$ cat src/rtl/uart_rx_core.sv
// UART receiver: 2-flop synchronised rx, mid-bit sampling, 5-8 data bits, optional parity, 1/2 stop bits.
// Byte is presented one cycle after the last stop sample; if the previous byte is still unaccepted, the new one is dropped and overrun pulses.
module uart_rx_core #(
   parameter int DIV_W = 32
) (
   input  logic             clk_i,
   input  logic             srst_i,
   input  logic [DIV_W-1:0] cfg_clk_div_i,
   input  logic             cfg_parity_en_i,
   input  logic             cfg_parity_type_i,
   input  logic             cfg_extra_stop_i,
   input  logic [3:0]       cfg_data_bits_i,
   input  logic             rx_i,
   output logic [7:0]       data_o,
   output logic             data_valid_o,
   input  logic             data_ready_i,
   output logic             parity_err_o,
   output logic             frame_err_o,
   output logic             overrun_o,
   output logic             busy_o
);

   typedef enum logic [2:0] {
      IDLE,
      START,
      DATA,
      PARITY,
      STOP1,
      STOP2
   } state_t;

   state_t state, state_nxt;

   logic             rx_m, rx_s, rx_d;
   logic             fall;
   logic             start;
   logic             sample;
   logic             done;
   logic             last_data;

   logic [DIV_W-1:0] div_eff;
   logic [3:0]       nbits_eff;

   logic [DIV_W-1:0] div_q;
   logic [3:0]       nbits_q;
   logic             par_en_q;
   logic             par_odd_q;
   logic             two_stop_q;

   logic [DIV_W-1:0] cnt;
   logic [2:0]       bit_idx;
   logic [7:0]       shreg;
   logic             perr_acc;
   logic             ferr_acc;
   logic             ferr_fin;

   always_ff @(posedge clk_i) begin
      if (srst_i) begin
         rx_m <= 1'b1;
         rx_s <= 1'b1;
         rx_d <= 1'b1;
      end else begin
         rx_m <= rx_i;
         rx_s <= rx_m;
         rx_d <= rx_s;
      end
   end

   assign fall = rx_d & ~rx_s;

   assign div_eff   = (cfg_clk_div_i < DIV_W'(4)) ? DIV_W'(4) : cfg_clk_div_i;
   assign nbits_eff = (cfg_data_bits_i > 4'd8) ? 4'd8 :
                      (cfg_data_bits_i < 4'd5) ? 4'd5 : cfg_data_bits_i;

   assign start     = (state == IDLE) && fall;
   assign sample    = (state != IDLE) && (cnt == '0);
   assign last_data = ({1'b0, bit_idx} == (nbits_q - 4'd1));
   assign ferr_fin  = ferr_acc | ~rx_s;
   assign busy_o    = (state != IDLE);

   always_ff @(posedge clk_i) begin
      if (srst_i) begin
         state <= IDLE;
      end else begin
         state <= state_nxt;
      end
   end

   always_comb begin
      state_nxt = state;
      done      = 1'b0;
      case (state)
         IDLE: begin
            if (fall) state_nxt = START;
         end
         START: begin
            // a line that is high again at mid-start-bit was only a glitch
            if (sample) state_nxt = rx_s ? IDLE : DATA;
         end
         DATA: begin
            if (sample && last_data) state_nxt = par_en_q ? PARITY : STOP1;
         end
         PARITY: begin
            if (sample) state_nxt = STOP1;
         end
         STOP1: begin
            if (sample) begin
               state_nxt = two_stop_q ? STOP2 : IDLE;
               done      = ~two_stop_q;
            end
         end
         STOP2: begin
            if (sample) begin
               state_nxt = IDLE;
               done      = 1'b1;
            end
         end
         default: state_nxt = IDLE;
      endcase
   end

   always_ff @(posedge clk_i) begin
      if (srst_i) begin
         cnt        <= '0;
         bit_idx    <= '0;
         shreg      <= '0;
         perr_acc   <= 1'b0;
         ferr_acc   <= 1'b0;
         div_q      <= '0;
         nbits_q    <= '0;
         par_en_q   <= 1'b0;
         par_odd_q  <= 1'b0;
         two_stop_q <= 1'b0;
      end else begin
         if (start) begin
            // half a bit first so every later sample sits at mid-bit
            cnt        <= (div_eff >> 1) - DIV_W'(1);
            bit_idx    <= '0;
            shreg      <= '0;
            perr_acc   <= 1'b0;
            ferr_acc   <= 1'b0;
            div_q      <= div_eff;
            nbits_q    <= nbits_eff;
            par_en_q   <= cfg_parity_en_i;
            par_odd_q  <= cfg_parity_type_i;
            two_stop_q <= cfg_extra_stop_i;
         end else if (state != IDLE) begin
            if (cnt == '0) cnt <= div_q - DIV_W'(1);
            else           cnt <= cnt - DIV_W'(1);
         end

         if (sample) begin
            case (state)
               DATA: begin
                  shreg[bit_idx] <= rx_s;
                  bit_idx        <= bit_idx + 3'd1;
               end
               // unused upper bits of shreg are zero, so they do not disturb the XOR
               PARITY: perr_acc <= (rx_s != ((^shreg) ^ par_odd_q));
               STOP1, STOP2: begin
                  if (!rx_s) ferr_acc <= 1'b1;
               end
               default: ;
            endcase
         end
      end
   end

   always_ff @(posedge clk_i) begin
      if (srst_i) begin
         data_o       <= '0;
         data_valid_o <= 1'b0;
         parity_err_o <= 1'b0;
         frame_err_o  <= 1'b0;
         overrun_o    <= 1'b0;
      end else begin
         overrun_o <= 1'b0;
         if (data_valid_o && data_ready_i) data_valid_o <= 1'b0;
         if (done) begin
            if (!data_valid_o || data_ready_i) begin
               data_o       <= shreg;
               parity_err_o <= perr_acc;
               frame_err_o  <= ferr_fin;
               data_valid_o <= 1'b1;
            end else begin
               overrun_o <= 1'b1;
            end
         end
      end
   end

endmodule

$ cat config.mk
export PLATFORM = sky130hd
export DESIGN_NAME = uart_rx_core
export DESIGN_NICKNAME = d
export VERILOG_FILES = /design/src/rtl/uart_rx_core.sv
export SDC_FILE = /design/constraint.sdc
export NUM_CORES = 1
export LEC_CHECK = 0
export ABC_AREA = 0
export CAP_MARGIN = 20
export CELL_PAD_IN_SITES_DETAIL_PLACEMENT = 2
export CELL_PAD_IN_SITES_GLOBAL_PLACEMENT = 2
export CORE_MARGIN = 1.5
export CORE_UTILIZATION = 37
export CTS_BUF_LIST = sky130_fd_sc_hd__clkbuf_16
export DETAILED_ROUTE_END_ITERATION = 10
export PLACE_DENSITY_LB_ADDON = 0.1
export SYNTH_ARGS = -nofsm -noshare
export SYNTH_HDL_FRONTEND = slang
export SYNTH_SLANG_ARGS = --single-unit
$ cat constraint.sdc
create_clock -name clk_i -period 8 [get_ports clk_i]
set_input_delay 0.8 -clock clk_i [delete_from_list [all_inputs] [get_ports clk_i]]
set_output_delay 0.8 -clock clk_i [all_outputs]
set_load 0.02 [all_outputs]
==> impl_report.txt <==
PHYSICAL IMPLEMENTATION REPORT
----------------------------------------------------
[Status]
  Run status ........................ completed

[Synthesis]
  Simple-gate portion of the synthesized area ........................ 25.6%
  Area fraction in full adders, half adders and majority gates ........................ 0.673%
  Netlist Area Pre-Place ........................ 5570 µm²
  Most instantiated cells after synthesis ........................ sky130_fd_sc_hd__dfxtp_1, sky130_fd_sc_hd__nand2_1, sky130_fd_sc_hd__nor2_1
  Dominant cell by count in the synthesized netlist ........................ sky130_fd_sc_hd__dfxtp_1
  Synthesized flop and latch total ........................ 102
  Register area share after synthesis ........................ 36.6%
  Xor-xnor portion of the synthesized cell area ........................ 4.87%

[Clocking]
  Insertion Delay late pin ........................ 360 ps
  Post-CTS setup repair buffer count ........................ 0
  CTS HTree Levels ........................ 3
  Hold buffers post-CTS ........................ 0

[Floorplanning]
  Total number of tap cells ........................ 184
  IO Count ........................ 56
  Core ar. ........................ 14,600 µm²
  DIE WIDTH ........................ 126 µm

[Final timing]
  Final worst-path cycle share ........................ 60.5%
  Max Slew Vio Count ........................ 0

[Cells and area]
  Flop Count ........................ 102
  Logic area ........................ 3250 µm²
  Seq area share ........................ 31.4%
  Fin cells ........................ 896
  Ant diodes ........................ 0
  Area growth from synthesis to layout ........................ 16.6%
  #MultiIn Comb ........................ 520

[Power and ir drop]
  Clock network fraction of total power ........................ 29.3%
  Sequential power ........................ 607 µW

[Place]
  Tally of buffers added on design ports ........................ 55
  Worst slack after detailed placement ........................ 3250 ps
  Placed Cells incl. Taps ........................ 879

[Worst setup path]
  Depth of the most critical reg-to-reg path ........................ 13
  Worst path required time ........................ 8260 ps

[Worst hold path]
  Hold_sp ........................ rx_m
  Terminating pin of the worst hold path ........................ rx_s
  Hold path cells ........................ 1

[GRT]
  Overall routing resource usage ........................ 24.3%
  Remaining global-route overflow ........................ 0

----------------------------------------------------
worst max-delay path, delay by kind of cell (launching register included):
kind | cells | cell delay [ps]
fa+ha+maj | 1 | 250
flops | 1 | 450
simple gates | 5 | 1880
compound gates | 5 | 1470
buf+inv | 2 | 660
stage by stage:
step / cell area [µm²] / power (mW)
2_1_floorplan: 5570 / 1.02
3_3_place_gp: 6150 / 1.15
3_5_place_dp: 6150 / 1.18
4_1_cts: 6470 / 1.67
5_1_grt: 6500 / 1.76
6_report: 6500 / 1.66
layer usage:
| layer | track usage, % | share of wire [%] | vias up |
|---|---|---|---|
| met5 | 0 | 0 | - |
| li1 | - | - | 2509 |
| met2 | 41.8 | 48 | 82 |
| met4 | 5.21 | 1.3 | 0 |
| met3 | 4.63 | 2.8 | 16 |
| met1 | 31.7 | 48 | 2670 |
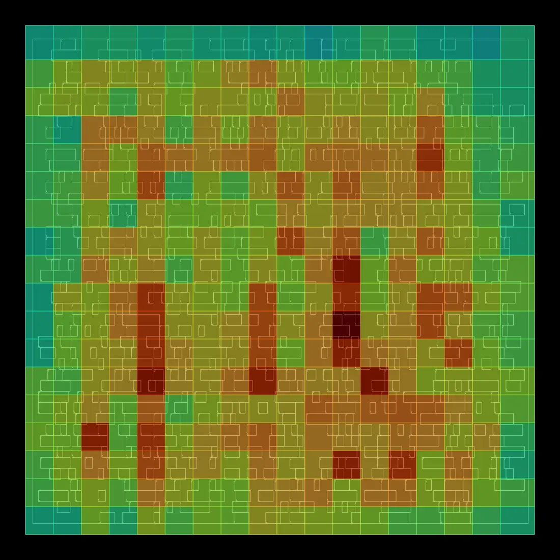
congestion_map.png
routed wire length per instance: 21.1 µm
met1 routing resource usage after global routing: 31.7%

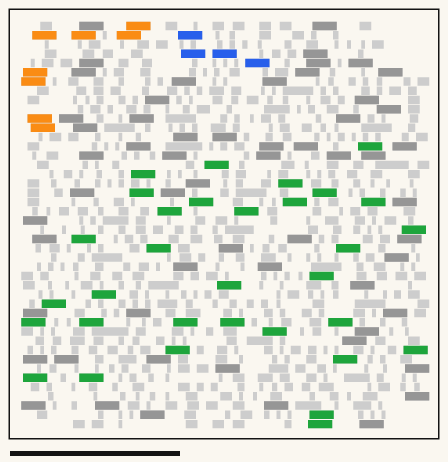
ff_map.png
Bar = 50 µm. Other sequential cells in the stronger gray, the rest of the logic in the fainter gray.
- blue: `nbits_q` (sequential cells 4; where top center)
- green: `cnt` (sequential cells 32)
- orange: `data_o` (sequential cells 8; where upper left)

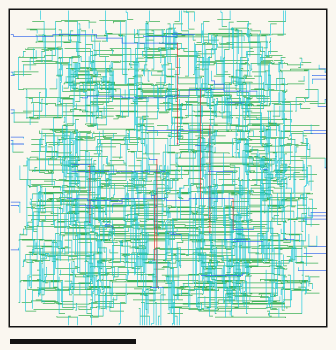
layers.png
Bar = 50 µm.
- red: M4 (wire length 239 µm)
- green: M1 (wire length 9,130 µm)
- blue: M3 (wire length 521 µm)
- cyan: M2 (wire length 8,970 µm)

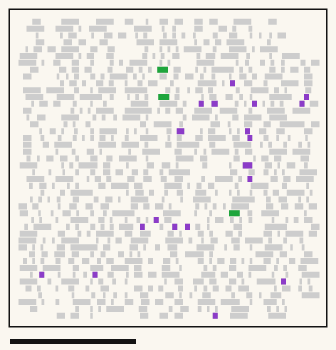
gates.png
Bar = 50 µm.
- purple: and/or cells (cells 19)
- green: fa/ha/maj cells (cells 3)

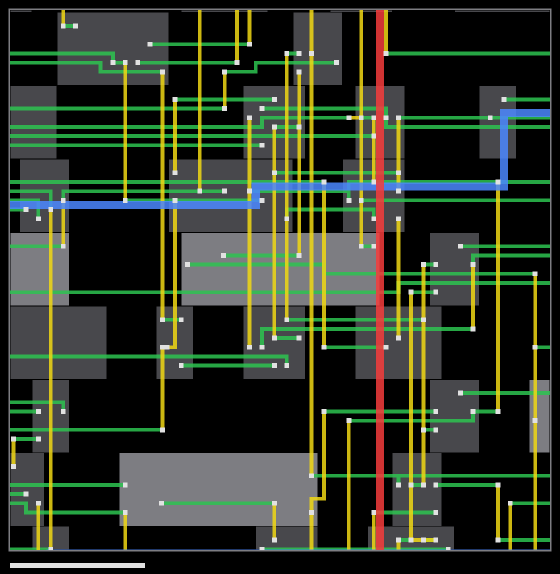
closeup.png
Bar = 5 µm. Window x 53 to 73, y 78 to 98 µm. Cells in gray, sequential cells in the stronger gray; small squares are vias.
- yellow: M2
- blue: M3
- green: M1
- red: M4
- netlist names of flops here include: `bit_idx` (1), `cnt` (1)
- sequential cells in the window: 2
- most frequent: nand4_1 (3)
- cells with their middle in the window: 17

Power and IR drop assume default switching activity.
